`src/rtl/ppu_pkg.sv`:
```
// Shared PPU definitions: sprite word layout, vblank line, motion limit, DMA state encoding.
// Latency: n/a (types, constants and a pure combinational helper only).
// Backpressure: n/a.
package ppu_pkg;

    // Sprite word layout: {palette[31:24], tile[23:16], y[15:8], x[7:0]}
    localparam int SPR_X_LSB    = 0;
    localparam int SPR_Y_LSB    = 8;
    localparam int SPR_TILE_LSB = 16;
    localparam int SPR_PAL_LSB  = 24;

    typedef struct packed {
        logic [7:0] pal;
        logic [7:0] tile;
        logic [7:0] y;
        logic [7:0] x;
    } sprite_t;

    localparam logic [9:0] VBLANK_LINE = 10'd480;
    localparam logic [7:0] X_MAX       = 8'd248;

    // Initial sprite table: x = 16 + 32*i (mod 256), y = 100, tile = i, palette = 1
    localparam logic [7:0] INIT_X0  = 8'd16;
    localparam logic [7:0] INIT_Y   = 8'd100;
    localparam logic [7:0] INIT_PAL = 8'd1;

    typedef enum logic [1:0] {
        ST_SETTLE = 2'd0,
        ST_INIT   = 2'd1,
        ST_IDLE   = 2'd2,
        ST_MOVE   = 2'd3
    } dma_state_e;

    // Shadow motion state of one sprite; neg = 1 means moving left (dir -1)
    typedef struct packed {
        logic       neg;
        logic [7:0] x;
    } motion_t;

    // One frame of bouncing motion between 0 and X_MAX
    function automatic motion_t next_motion(input motion_t cur);
        motion_t nxt;
        nxt = cur;
        if (!cur.neg) begin
            if (cur.x == X_MAX) begin
                nxt.x   = X_MAX - 8'd1;
                nxt.neg = 1'b1;
            end else begin
                nxt.x = cur.x + 8'd1;
            end
        end else begin
            if (cur.x == 8'd0) begin
                nxt.x   = 8'd1;
                nxt.neg = 1'b0;
            end else begin
                nxt.x = cur.x - 8'd1;
            end
        end
        return nxt;
    endfunction

endpackage

```
`src/rtl/sprite_init_rom.sv`:
```
// Initial sprite table: sprite index -> 32-bit OAM word.
// Latency: purely combinational.
// Backpressure: none.
// Ports: idx_i (sprite index 0..63), word_o (initial sprite word).
module sprite_init_rom
    import ppu_pkg::*;
(
    input  logic [5:0]  idx_i,
    output logic [31:0] word_o
);

    sprite_t w;

    always_comb begin
        w      = '0;
        w.pal  = INIT_PAL;
        w.tile = {2'b00, idx_i};
        w.y    = INIT_Y;
        // 32*i mod 256 only depends on the low three index bits
        w.x    = INIT_X0 + {idx_i[2:0], 5'b00000};
        word_o = w;
    end

endmodule

```
`src/rtl/oam_dma_sequencer.sv`:
```
// Sprite OAM sequencer: waits out power-up, writes the initial sprite table, then on every
// vblank (with anim_en) bounces each sprite one pixel and rewrites its word.
// Latency: first write SETTLE_CYCLES cycles after reset release; MOVE burst starts the cycle
// after the vblank edge. Backpressure: none, one word per cycle; vblanks while busy are dropped.
// Ports: clock_25/reset (async active-low), vCount/anim_en in; cpu_oam_data/addr/write,
// busy, frame_cnt out (all registered).
module oam_dma_sequencer
    import ppu_pkg::*;
#(
    parameter int NUM_SPRITES   = 4,
    parameter int SETTLE_CYCLES = 20
) (
    input  logic        clock_25,
    input  logic        reset,
    input  logic [9:0]  vCount,
    input  logic        anim_en,
    output logic [31:0] cpu_oam_data,
    output logic [5:0]  cpu_oam_addr,
    output logic        cpu_write,
    output logic        busy,
    output logic [7:0]  frame_cnt
);

    localparam int             CNT_W       = (SETTLE_CYCLES > 1) ? $clog2(SETTLE_CYCLES) : 1;
    localparam logic [CNT_W-1:0] SETTLE_LAST = CNT_W'(SETTLE_CYCLES - 1);
    localparam logic [5:0]     LAST_IDX    = 6'(NUM_SPRITES - 1);

    dma_state_e       state_q, state_d;
    logic [CNT_W-1:0] cnt_q, cnt_d;
    logic [5:0]       idx_q, idx_d;
    logic [9:0]       vcount_dly_q;
    logic             vblank_edge;

    logic [7:0]       shadow_x_q [NUM_SPRITES];
    logic             dir_neg_q  [NUM_SPRITES];

    logic [31:0]      data_q, data_d;
    logic [5:0]       addr_q, addr_d;
    logic             wr_q, wr_d;
    logic             busy_q, busy_d;
    logic [7:0]       frame_q, frame_d;

    logic             shadow_we;
    motion_t          cur_mot, new_mot;
    sprite_t          init_word;

    assign vblank_edge = (vCount == VBLANK_LINE) && (vcount_dly_q != VBLANK_LINE);

    // The outputs are registered from next-state values, so the ROM is addressed by idx_d:
    // the word lands on the bus in the same cycle the FSM enters the index.
    sprite_init_rom u_rom (
        .idx_i  (idx_d),
        .word_o (init_word)
    );

    // ---------------- state register ----------------
    always_ff @(posedge clock_25 or negedge reset) begin
        if (!reset) begin
            state_q      <= ST_SETTLE;
            cnt_q        <= '0;
            idx_q        <= '0;
            vcount_dly_q <= '0;
        end else begin
            state_q      <= state_d;
            cnt_q        <= cnt_d;
            idx_q        <= idx_d;
            vcount_dly_q <= vCount;
        end
    end

    // ---------------- next-state logic ----------------
    always_comb begin
        state_d = state_q;
        cnt_d   = cnt_q;
        idx_d   = idx_q;
        case (state_q)
            ST_SETTLE: begin
                cnt_d = cnt_q + CNT_W'(1);
                if (cnt_q == SETTLE_LAST) begin
                    state_d = ST_INIT;
                    cnt_d   = '0;
                    idx_d   = '0;
                end
            end
            ST_INIT, ST_MOVE: begin
                if (idx_q == LAST_IDX) begin
                    state_d = ST_IDLE;
                end else begin
                    idx_d = idx_q + 6'd1;
                end
            end
            ST_IDLE: begin
                // Edges seen in any other state fall through here unhandled, i.e. dropped
                if (vblank_edge && anim_en) begin
                    state_d = ST_MOVE;
                    idx_d   = '0;
                end
            end
            default: state_d = ST_SETTLE;
        endcase
    end

    // ---------------- output logic ----------------
    always_comb begin
        cur_mot = '0;
        for (int i = 0; i < NUM_SPRITES; i++) begin
            if (idx_d == 6'(i)) begin
                cur_mot.x   = shadow_x_q[i];
                cur_mot.neg = dir_neg_q[i];
            end
        end

        wr_d      = 1'b0;
        addr_d    = addr_q;
        data_d    = data_q;
        busy_d    = (state_d != ST_IDLE);
        frame_d   = frame_q;
        shadow_we = 1'b0;
        new_mot   = cur_mot;

        if (state_q == ST_MOVE && state_d == ST_IDLE) begin
            frame_d = frame_q + 8'd1;
        end

        case (state_d)
            ST_INIT: begin
                wr_d        = 1'b1;
                addr_d      = idx_d;
                data_d      = init_word;
                shadow_we   = 1'b1;
                new_mot.x   = init_word.x;
                new_mot.neg = 1'b0;
            end
            ST_MOVE: begin
                new_mot   = next_motion(cur_mot);
                wr_d      = 1'b1;
                addr_d    = idx_d;
                // y, tile and palette never change after INIT, so the ROM still holds them
                data_d    = {init_word.pal, init_word.tile, init_word.y, new_mot.x};
                shadow_we = 1'b1;
            end
            default: ;
        endcase
    end

    // ---------------- output and shadow registers ----------------
    always_ff @(posedge clock_25 or negedge reset) begin
        if (!reset) begin
            data_q  <= '0;
            addr_q  <= '0;
            wr_q    <= 1'b0;
            busy_q  <= 1'b1;
            frame_q <= '0;
            for (int i = 0; i < NUM_SPRITES; i++) begin
                shadow_x_q[i] <= '0;
                dir_neg_q[i]  <= 1'b0;
            end
        end else begin
            data_q  <= data_d;
            addr_q  <= addr_d;
            wr_q    <= wr_d;
            busy_q  <= busy_d;
            frame_q <= frame_d;
            for (int i = 0; i < NUM_SPRITES; i++) begin
                if (shadow_we && idx_d == 6'(i)) begin
                    shadow_x_q[i] <= new_mot.x;
                    dir_neg_q[i]  <= new_mot.neg;
                end
            end
        end
    end

    assign cpu_oam_data = data_q;
    assign cpu_oam_addr = addr_q;
    assign cpu_write    = wr_q;
    assign busy         = busy_q;
    assign frame_cnt    = frame_q;

endmodule

```
`config.mk`:
```
export PLATFORM = sky130hd
export DESIGN_NAME = oam_dma_sequencer
export DESIGN_NICKNAME = d
export VERILOG_FILES = /design/src/rtl/ppu_pkg.sv /design/src/rtl/sprite_init_rom.sv /design/src/rtl/oam_dma_sequencer.sv
export SDC_FILE = /design/constraint.sdc
export NUM_CORES = 1
export LEC_CHECK = 0
export CELL_PAD_IN_SITES_DETAIL_PLACEMENT = 1
export CELL_PAD_IN_SITES_GLOBAL_PLACEMENT = 1
export CORE_MARGIN = 5
export CORE_UTILIZATION = 47
export DETAILED_ROUTE_END_ITERATION = 12
export PLACE_DENSITY_LB_ADDON = 0.1
export SETUP_SLACK_MARGIN = 0.02
export SKIP_CTS_REPAIR_TIMING = 1
export SYNTH_ARGS = -nofsm -noshare
export SYNTH_HDL_FRONTEND = slang
export SYNTH_SLANG_ARGS = --single-unit
```
`constraint.sdc`:
```
create_clock -name clock_25 -period 9.9 [get_ports clock_25]
set_clock_uncertainty 0.05 [all_clocks]
set_input_delay 0.99 -clock clock_25 [delete_from_list [all_inputs] [get_ports clock_25]]
set_output_delay 0.99 -clock clock_25 [all_outputs]
set_load 0.05 [all_outputs]
```
**Run 1: clock distribution**

The bar under the picture is 20 microns long.
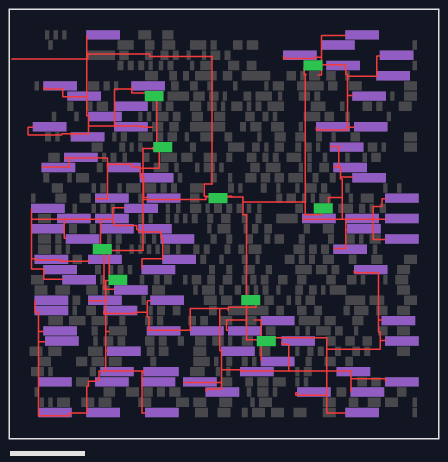
cells driving clock nets: in green, count 9. flip-flops: in purple, count 84. clock wires: in red, length 1170 microns.
Position of the flops: all over the die.

**Run 1: PDN straps and rails**

The bar under the picture is 20 microns long. Pins as bars on the die edge.
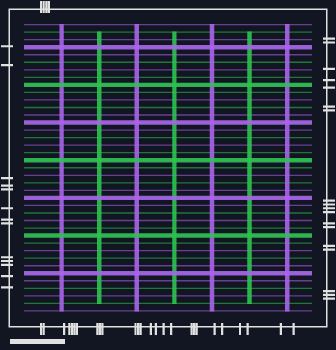
VDD: in green. VSS: in purple.
39 met1 rails follow the rows. 61 signal pins sit on the boundary. The core has 38 rows.

**Run 1: placement by cell class**

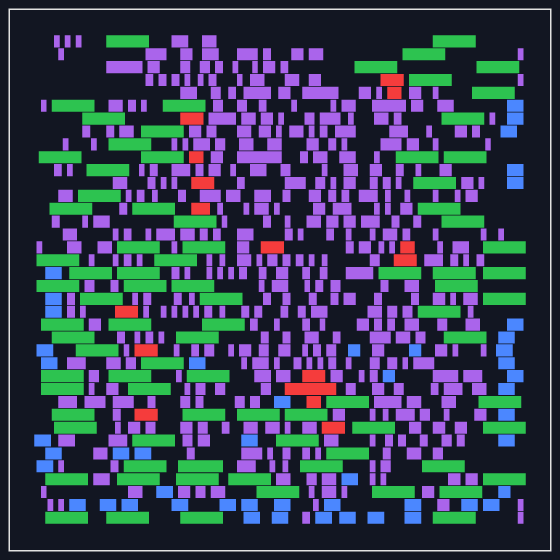
clock drivers and dummy loads: in red, cells 16. all other logic: in purple, cells 432. other buffers and delay cells: in blue, cells 49. flip-flops: in green, cells 84.

**Run 1: routed metal, one color a layer**

The bar under the picture is 20 microns long.
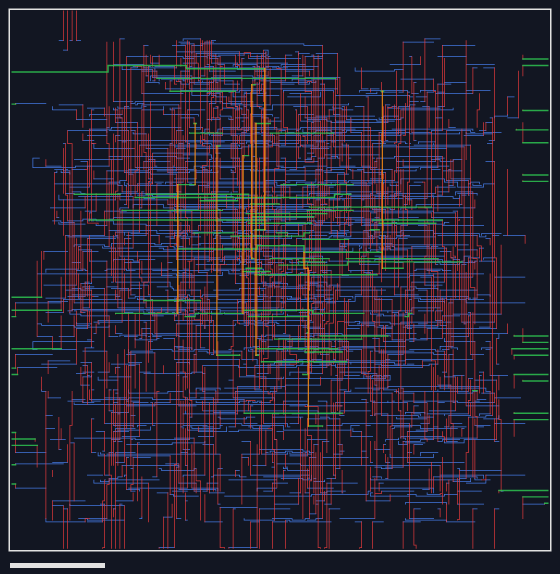
met1: in blue, wire length 7220 microns. met4: in orange, wire length 312 microns. met3: in green, wire length 949 microns. met2: in red, wire length 7580 microns.

==> run 1: power by group through the flow <==
stage	logic (mW)	clock network, mW	registers [mW]
floorplan	0.0282	0	0.355
global placement	0.0405	0	0.354
detailed placement	0.0413	0	0.354
CTS	0.0415	0.277	0.347
global route	0.0447	0.293	0.348
finish	0.0413	0.271	0.347
==> run 1: path summary, 6_finish.rpt <==
check                                 from         endpoint  slack, ns  cells past startpoint
max in group asynchronous            reset   shadow_x_q[24]       8.35                      1
setup / recovery                 vCount[3]   shadow_x_q[17]       3.78                     16
setup reg to reg                  idx_q[0]   shadow_x_q[17]       4.27                     15
hold / removal             cpu_oam_data[2]  cpu_oam_data[2]       0.44                      1
hold reg to reg            cpu_oam_data[2]  cpu_oam_data[2]       0.44                      1
min in group asynchronous            reset         idx_q[5]       0.73                      1
==> run 1: state kept, by name, indices dropped and copies added (netlist names) <==
| name | flops |
|---|---|
| busy | 1 |
| cnt_q | 5 |
| cpu_oam_addr | 5 |
| cpu_oam_data | 10 |
| cpu_write | 1 |
| dir_neg_q | 4 |
| frame_cnt | 8 |
| idx_q | 6 |
| shadow_x_q | 32 |
| state_q | 2 |
| vcount_dly_q | 10 |
==> run 1: worst register-to-register path, delay by kind of cell (launching register included) <==
family / cells / cell delay, ns
AOI/OAI and AO/OA: 6 / 2.28
and+or+nand+nor: 4 / 0.85
DFF: 1 / 0.86
adders and majority gates: 2 / 0.70
muxes: 1 / 0.36
buffers and inverters: 2 / 0.44
==> run 1: cells by family (layout without fill, tap and decap cells) <==
logic type               Yosys count  count (layout)  synth area share (%)
other                              1              14               0.07368
buffers and inverters             59              79                 6.662
adder cells (fa/ha/maj)            5               5                 1.229
flip-flops                        84              84                 41.32
XOR/XNOR                          13              13                 2.237
AND/OR/NAND/NOR                  215             215                 21.39
multiplexers                      15              15                 3.196
AND-OR/OR-AND                    156             156                 23.89
==> run 1: routing by layer <==
metal	global-route usage [%]	wire, microns
met1	35.24	7220
met2	41.84	7581
met3	4.017	949
met4	8.314	312
met5	0	0
==> run 1: cell usage after synthesis (3+ instances only) <==
cell type | n | share of area (%)
a211oi_2 | 3 | 0.74
dfrtp_1 | 83 | 41
or4_1 | 3 | 0.44
nand3b_1 | 3 | 0.44
o31ai_1 | 13 | 1.9
o21a_1 | 4 | 0.59
nor3_1 | 19 | 1.9
o211ai_1 | 5 | 0.74
nand3_1 | 24 | 2.4
nand4b_1 | 5 | 0.86
a211oi_1 | 7 | 1.0
nor2b_1 | 8 | 0.98
ha_1 | 5 | 1.2
nor2_1 | 34 | 2.5
or3_1 | 6 | 0.74
nand2_1 | 75 | 5.5
inv_1 | 11 | 0.81
o22a_1 | 5 | 0.86
o21ai_0 | 18 | 1.8
clkbuf_1 | 8 | 0.59
xnor2_1 | 12 | 2.1
nand4_1 | 10 | 1.2
o21ai_1 | 8 | 0.79
a21o_1 | 9 | 1.3
and2_1 | 3 | 0.37
buf_2 | 9 | 0.88
a21oi_1 | 29 | 2.9
mux2i_1 | 5 | 0.98
buf_4 | 26 | 3.8
mux2_2 | 10 | 2.2
a22o_1 | 5 | 0.86
nor4_1 | 4 | 0.49
==> reports/qor.yml, run 1 <==
status: "completed"
synth-main-ff-cell: "dfrtp_1"
start_kind: "input pin"
fin_cells: 721
cpLargestDelayFamily: "AND-OR/OR-AND gates"
worst_ir_drop_vdd_mv: 0.06418
antennaDiodeCount: 0
dr.pass1.iters: 4
drt-initial-drc-count: 419
vias_per_cell: 6.266
final-setup-viol-count: 0
fin_crit_ns: 6.120
ff_count: 84
layout_setup_ws_ns: 3.780
vias: 4518
drc: 0
whs_ns: 0.4412
synthArstFlopShare_pct: 100.0
rsz0062_at_grt: "false"
final_common_cell: "dfrtp_1"
largest_class: "logic gates"
end_kind: "register"
nNonClkInverters: 14
dp_hpwl_mm: 11.68
power_mw: 0.6595
slew_violations: 0
slowest_stage: "o31a_1"
tap-cell-count: 140
hold_class: "reg2reg"
power.leakage_nw: 2.327
cts-root-buf: "clkbuf_8"
overflow: 0
switching_share_pct: 26.62
ys_ff: 84
cpMostUsedCell: "a211oi_1"
seqPwrFrac_pct: 52.6
period_used_pct: 61.82
fp_util_pct: 47.37
antenna_found_initial: 0
openroad.warnings: 27
critPathKind: "in2reg"
arrival_ns: 6.34
port_buffers: 46
fin_nets: 594
worst-path-buf-inv: 3
clock_buffers: 10
wl_per_cell_microns: 22.28
design_area_sq_mm: 0.005723
clk_latency_ns: 0.38
avgSynthCellArea_sq_um: 9.288
placed_cells: 705
path_clk_slew_ns: 0.09
placed_cell_area_sq_mm: 0.005509
slowest_delay_ns: 0.88
syn2layout_area_growth_pct: 12.44
design.portCount: 61
syn_area_sq_mm: 0.005090
regArea_sq_mm: 0.002103
final_core_util_pct: 53.26
rows: 38
**Run 1: clock nets**

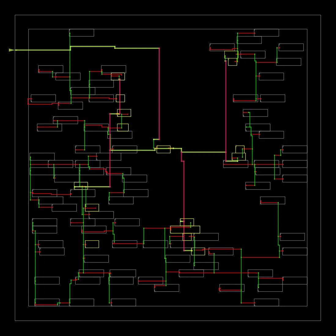

==> run 2: changes to the inputs <==
- CORE_UTILIZATION: 47 -> 43
- clock period: 9.9 -> 5.8 ns (I/O delays scaled with it)
**Run 2: clock nets**

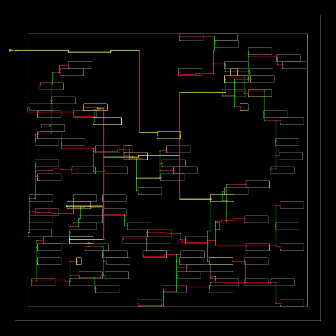
Late-Pin Clk Latency: 0.35 ns
Flops: 84
CTS buffer count: 9

==> reports/qor.yml, run 2 <==
status: "completed"  # unchanged
cts.path.max_buffers: 2  # unchanged
ys_ff: 84  # unchanged
vias: 4445  # was 4518
grtUsageTotal_pct: 23.73  # was 25.71%
slowest_delay_ns: 0.61  # was 0.88 ns
dp_hpwl_mm: 11.93  # was 11.68 mm
synth_cells: 548  # unchanged
top_layer_used: "met4"  # unchanged
cts-root-buf: "clkbuf_16"  # was clkbuf_8
synth_dominant_cell_count: "dfrtp_1"  # unchanged
path_clk_slew_ns: 0.07  # was 0.09 ns
final-setup-viol-count: 0  # unchanged
area_leaders: "dfrtp_1 41%, nand2_1 5.5%, buf_4 3.8%, a21oi_1 2.9%, nor2_1 2.5%"  # unchanged
syn2layout_area_growth_pct: 15.04  # was 12.44%
design.portCount: 61  # unchanged
top_register: "shadow_x_q"  # unchanged
antennaDiodeCount: 0  # unchanged
synth-main-ff-cell: "dfrtp_1"  # unchanged
wl_met2_mm: 7.550  # was 7.581 mm
worst-path-buf-inv: 2  # was 3
antenna_left: 0  # unchanged
avgSynthCellArea_sq_um: 9.288  # unchanged
top_area_share_pct: 40.81  # unchanged
core_area_sq_mm: 0.01152  # was 0.01075 sq mm
tns_ns: 0  # unchanged
common_cells: "83 x dfrtp_1, 75 x nand2_1, 34 x nor2_1"  # unchanged
fin_nets: 601  # was 594
synthArstFlopShare_pct: 100.0  # unchanged
slowest_stage: "or4_4"  # was o31a_1
openroad.warnings: 27  # unchanged
critPathKind: "reg2reg"  # was in2reg
start_kind: "register"  # was input pin
port_buffers: 46  # unchanged
worst_ir_drop_vdd_mv: 0.1627  # was 0.06418 mV
rows: 39  # was 38
clkSinkCount: 84  # unchanged
die_area_sq_mm: 0.01411  # was 0.01301 sq mm
drt-initial-drc-count: 356  # was 419
fp_util_pct: 44.20  # was 47.37%
end_kind: "register"  # unchanged
syn_area_sq_mm: 0.005090  # unchanged
period_used_pct: 83.55
slew_violations: 0  # unchanged
cpLargestDelayFamily: "simple AND/OR/NAND/NOR gates"  # was AND-OR/OR-AND gates
fin_crit_ns: 4.846
whs_ns: 0.1025  # was 0.4412 ns
final_core_util_pct: 50.85  # was 53.26%
final_common_cell: "dfrtp_1"  # unchanged
yosys.area.top_type: "dfrtp_1"  # unchanged
arrival_ns: 4.99  # was 6.34 ns
drc: 0  # unchanged
max_slew_margin_pct: 34.33  # was 28.44%
wl_met3_mm: 1.174  # was 949 microns
drt-met1-wl_mm: 7.209  # was 7.220 mm
wl_per_cell_microns: 22.26  # was 22.28 microns
grt_max_degree: 56  # was 85
power_mw: 1.240  # was 0.6595 mW
grt_pass1_vias: 4605  # was 4698
worst_pin_slew_ns: 0.9814  # was 1.073 ns
hold_class: "in2async"  # was reg2reg
die_y_microns: 118.8  # was 114.1 microns
lay_top_cells: "83 x dfrtp_1, 75 x nand2_1, 45 x clkdlybuf4s50_1"  # unchanged
drv_cap: 0  # unchanged
largest_reg_flops: 32  # unchanged
vias_per_cell: 6.089  # was 6.266
yosys_cells: 548  # unchanged
power.leakage_nw: 2.391  # was 2.327 nW
overflow: 0  # unchanged
dr.pass1.iters: 4  # unchanged
antenna_found_initial: 0  # unchanged
power.density_mw_per_mm2: 211.8  # was 115.2 mW/mm^2
rsz0062_at_grt: "false"  # unchanged
**Run 2: placement by cell class**

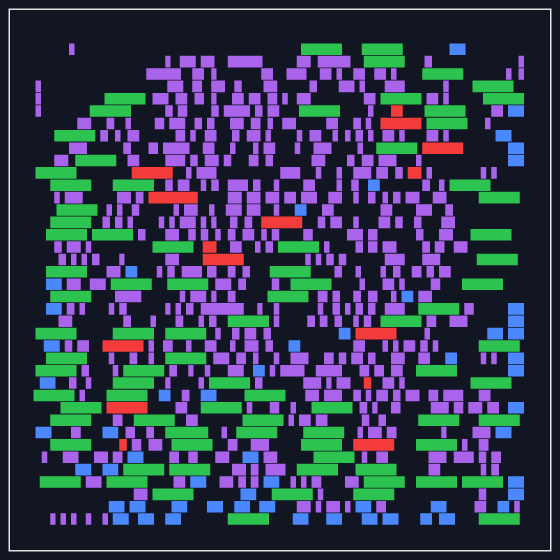
other buffers and delay cells: in blue, cells 56. flip-flops: in green, cells 84. all other logic: in purple, cells 432. clock drivers and dummy loads: in red, cells 15.

==> run 2: logic make-up (layout without fill, tap and decap cells) <==
group           Yosys count  in the layout  synth area share [%]
mux                      15             15                 3.196
flops                    84             84                 41.32
simple gates            215            215                 21.39
xor+xnor                 13             13                 2.237
buf+inv                  59             85                 6.662
other cells               1             14               0.07368
compound gates          156            156                 23.89
fa+ha+maj                 5              5                 1.229
==> run 2: area by class of cell <==
cell class                      instances  area (sq um)  area share, %
Timing Repair Buffer                   56         533.0          9.103
Sequential cell                        84          2103          35.92
Multi-Input combinational cell        418          2696          46.05
Inverter                               14         53.80         0.9188
Clock buffer                            9         225.2          3.846
Tap cell                              143         178.9          3.056
Clock inverter                          6         65.06          1.111
==> run 2: metal layers <==
layer / vias up / global-route usage (%)
li1: 2060 / -
met4: 0 / 7.314
met2: 134 / 37.48
met3: 24 / 5.158
met5: - / 0
met1: 2227 / 32.75
==> run 2: metrics by stage <==
stage,worst slack (ns),cells,area (sq um)
after global placement,1.083,715,5565
final,0.9542,730,5856
after floorplan,1.714,561,5139
after detailed placement,0.9466,715,5565
after CTS,0.9922,730,5856
after global routing,0.6351,730,5856
==> run 2: worst paths after layout <==
check / startpoint / endpoint / slack (ns) / depth (start not counted)
setup reg to reg: idx_q[2] / cpu_oam_data[7] / 0.95 / 12
setup / recovery: idx_q[2] / cpu_oam_data[7] / 0.95 / 12
min in group clock_25: cpu_oam_data[2] / cpu_oam_data[2] / 0.42 / 1
hold reg to reg: cpu_oam_data[2] / cpu_oam_data[2] / 0.42 / 1
hold / removal: reset / cnt_q[3] / 0.10 / 1
max in group asynchronous: reset / shadow_x_q[26] / 4.55 / 2
==> run 2: where the power goes <==
group	switching [mW]	total, mW	leakage (nW)	internal, mW
clock	0.243	0.575	0.142	0.332
combinational	0.0547	0.0728	1.19	0.0181
sequential	0.00200	0.592	1.06	0.590
**Run 2: routed metal, one color a layer**

The bar under the picture is 20 microns long.
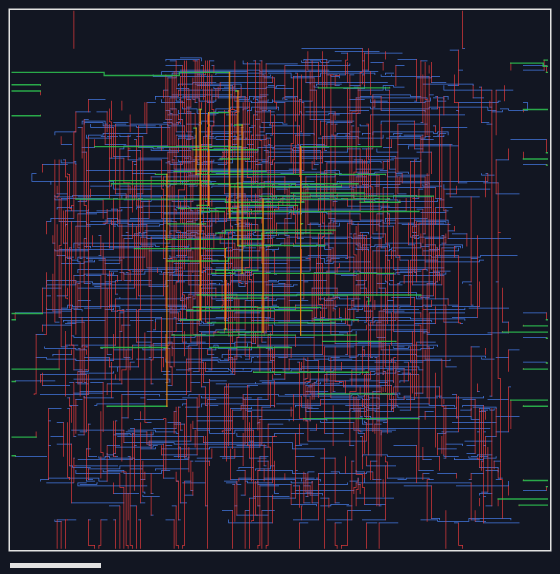

==> run 3: changes to the inputs <==
- clock period: 5.8 -> 5.01 ns (I/O delays scaled with it)
**Run 3: routed metal, one color a layer**

The bar under the picture is 20 microns long.
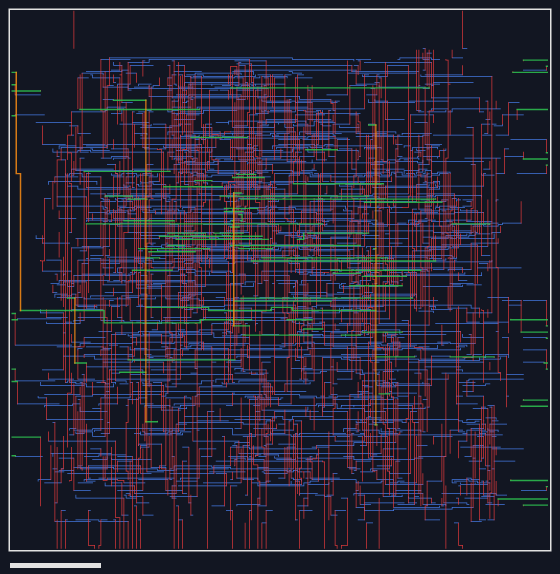
met1: in blue, wire length 7990 microns. met4: in orange, wire length 234 microns. met3: in green, wire length 980 microns. met2: in red, wire length 7890 microns.

==> reports/qor.yml, run 3 <==
top_logic_kind: "AND-OR/OR-AND gates"  # unchanged
antennaDiodeCount: 0  # unchanged
ctsHtreeMaxLevel: 3  # unchanged
fin_crit_ns: 4.625  # was 4.846 ns
cts-root-buf: "clkbuf_16"  # unchanged
drc: 0  # unchanged
openroad.warnings: 27  # unchanged
fin_nets: 612  # was 601
final_core_util_pct: 51.74  # was 50.85%
period_used_pct: 92.31  # was 83.55%
end_kind: "register"  # unchanged
antenna_found_initial: 0  # unchanged
whs_ns: -0.01768  # was 0.1025 ns
overflow: 0  # unchanged
clk_latency_ns: 0.35  # about the same
yosys.area.top_type: "dfrtp_1"  # unchanged
r2r_cells: 12  # unchanged
comb_area_sq_mm: 0.002696  # unchanged
design.portCount: 61  # unchanged
grt_busiest_layer: "met2"  # unchanged
hold_class: "in2async"  # unchanged
startpoint: "idx_q[2]"  # unchanged
synth_dominant_cell_count: "dfrtp_1"  # unchanged
max_freq_mhz: 216.2  # was 206.4 MHz
top_area_share_pct: 40.81  # unchanged
grt_max_degree: 63  # was 56
use_met2_pct: 40.32  # was 37.48%
dp_hpwl_mm: 12.71  # was 11.93 mm
die_area_sq_mm: 0.01411  # unchanged
use_met3_pct: 3.486  # was 5.158%
critPathMaxFanout: 17  # unchanged
worst_ir_drop_vdd_mv: 0.1660  # was 0.1627 mV
clkSinkCount: 84  # unchanged
final_hold_viol_count: 14  # was 0
r2r_setup_slack_ns: 0.39  # was 0.95 ns
common_cells: "83 x dfrtp_1, 75 x nand2_1, 34 x nor2_1"  # unchanged
status: "finished, violations left"  # was completed
yosys_cells: 548  # unchanged
ys_ff: 84  # unchanged
wl_per_cell_microns: 23.04  # was 22.26 microns
reg2reg_from: "idx_q[2]"  # unchanged
fp_util_pct: 44.20  # unchanged
path_clk_slew_ns: 0.07  # about the same
max_slew_margin_pct: 28.53  # was 34.33%
grt_pass1_vias: 4823  # was 4605
placed_cell_area_sq_mm: 0.005648  # was 0.005565 sq mm
regArea_sq_mm: 0.002103  # unchanged
lay_top_cells: "83 x dfrtp_1, 75 x nand2_1, 45 x clkdlybuf4s50_1"  # unchanged
worst_pin_slew_ns: 1.068  # was 0.9814 ns
fin_cells: 742  # was 730
grt_util_met1_pct: 35.26  # was 32.75%
largest_reg_flops: 32  # unchanged
edf_count: 0  # unchanged
synthArstFlopShare_pct: 100.0  # unchanged
syn2layout_area_growth_pct: 17.06  # was 15.04%
violations: "negative hold slack"
fillers: 1326  # was 1322
adder_share_pct: 1.229  # unchanged
syn_area_sq_mm: 0.005090  # unchanged
slew_violations: 0  # unchanged
top_register: "shadow_x_q"  # unchanged
worstPathRequired_ns: 5.17  # was 5.94 ns
tns_ns: 0  # unchanged
power.leakage_nw: 2.454  # was 2.391 nW
ys_sh_simple_pct: 21.39  # unchanged
synth_cells: 548  # unchanged
rsz0062_at_grt: "false"  # unchanged
finalWeightedCongestion: 0.9470  # was 0.8953
drv_cap: 0  # unchanged
core_area_sq_mm: 0.01152  # unchanged
synth-main-ff-cell: "dfrtp_1"  # unchanged
area_leaders: "dfrtp_1 41%, nand2_1 5.5%, buf_4 3.8%, a21oi_1 2.9%, nor2_1 2.5%"  # unchanged
mux_area_share_pct: 3.196  # unchanged
placed_cells: 726  # was 715
final_common_cell: "dfrtp_1"  # unchanged
cts.path.max_buffers: 2  # unchanged
yosysWarningCount: 0  # unchanged
numCtsBuffers: 9  # unchanged
port_buffers: 46  # unchanged
rows: 39  # unchanged
ys_sh_aoi_pct: 23.89  # unchanged
design_area_sq_mm: 0.005958  # was 0.005856 sq mm
grtUsageTotal_pct: 24.89  # was 23.73%
final-setup-viol-count: 0  # unchanged
antenna_left: 0  # unchanged
vias: 4645  # was 4445
start_kind: "register"  # unchanged
vias_per_cell: 6.260  # was 6.089
drt-initial-drc-count: 438  # was 356
power.density_mw_per_mm2: 247.0  # was 211.8 mW/mm^2
synthXorXnorAreaFrac_pct: 2.237  # unchanged
avgSynthCellArea_sq_um: 9.288  # unchanged
arrival_ns: 4.78  # was 4.99 ns
die_y_microns: 118.8  # unchanged
dr.pass1.iters: 5  # was 4
critPathKind: "reg2reg"  # unchanged
**Run 3: clock distribution**

The bar under the picture is 20 microns long.
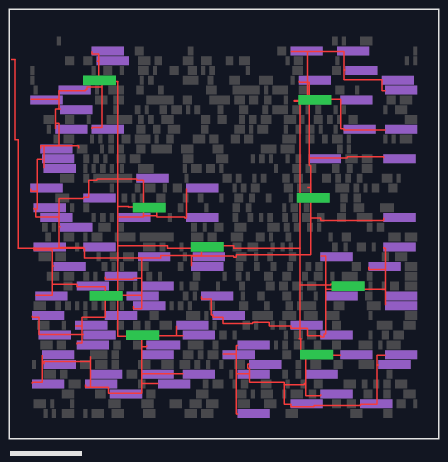
cells driving clock nets: in green, count 9. clock wires: in red, length 1210 microns. flip-flops: in purple, count 84.
Position of the flops: all over the die.

-- run 3: area by class of cell --
type                       instances  area share (%)
inverter                          14          0.9030
multi-input combinational        418           45.25
sequential                        84           35.30
timing repair buffer              67           10.33
tap                              143           3.003
clock buffer                      10           4.011
clock inverter                     6           1.197
-- run 3: metal layers --
layer	part of all wire (%)	routed length [microns]
met4	1.4	233
met3	5.7	980
met5	0	0
met1	47	7986
met2	46	7892
-- run 3: logic make-up after synthesis --
logic type	after synthesis
AND/OR/NAND/NOR	215
AND-OR/OR-AND	156
flip-flops	84
buffers and inverters	59
multiplexers	15
XOR/XNOR	13
adder cells (fa/ha/maj)	5
other	1
-- run 3: path summary, 6_finish.rpt --
| path | endpoint |
|---|---|
| max | shadow_x_q[31] |
| max in group asynchronous | dir_neg_q[0] |
| min in group clock_25 | cpu_oam_data[2] |
| min reg2reg | cpu_oam_data[2] |
| max reg2reg | shadow_x_q[31] |
| min | cnt_q[2] |
-- run 3: where the power goes --
group          internal, mW  switching, mW  leakage [nW]
Clock                 0.405          0.296         0.151
Combinational        0.0212         0.0635          1.24
Sequential            0.683        0.00246          1.06
-- run 3: worst max-delay path, stage by stage, from the launching register on --
cell and delay, ns:
dfrtp_1 0.49, or4_4 0.61, o21ai_4 0.28, and2_2 0.42, a21oi_4 0.13, clkinv_2 0.08, buf_4 0.25, mux2_2 0.38
o31ai_1 0.59, nand3_1 0.25, o211ai_1 0.21, nor3b_2 0.57, o21ai_1 0.16
-- run 3: through the flow --
step / worst slack [ns] / total power [mW]
global placement: 0.3818 / 0.7817
finish: 0.3852 / 1.472
floorplan: 1.003 / 0.7565
detailed placement: 0.3546 / 0.7831
global route: 0.2382 / 1.524
CTS: 0.4197 / 1.487
Power figures rest on the tool's default switching activity, not on a simulated workload.
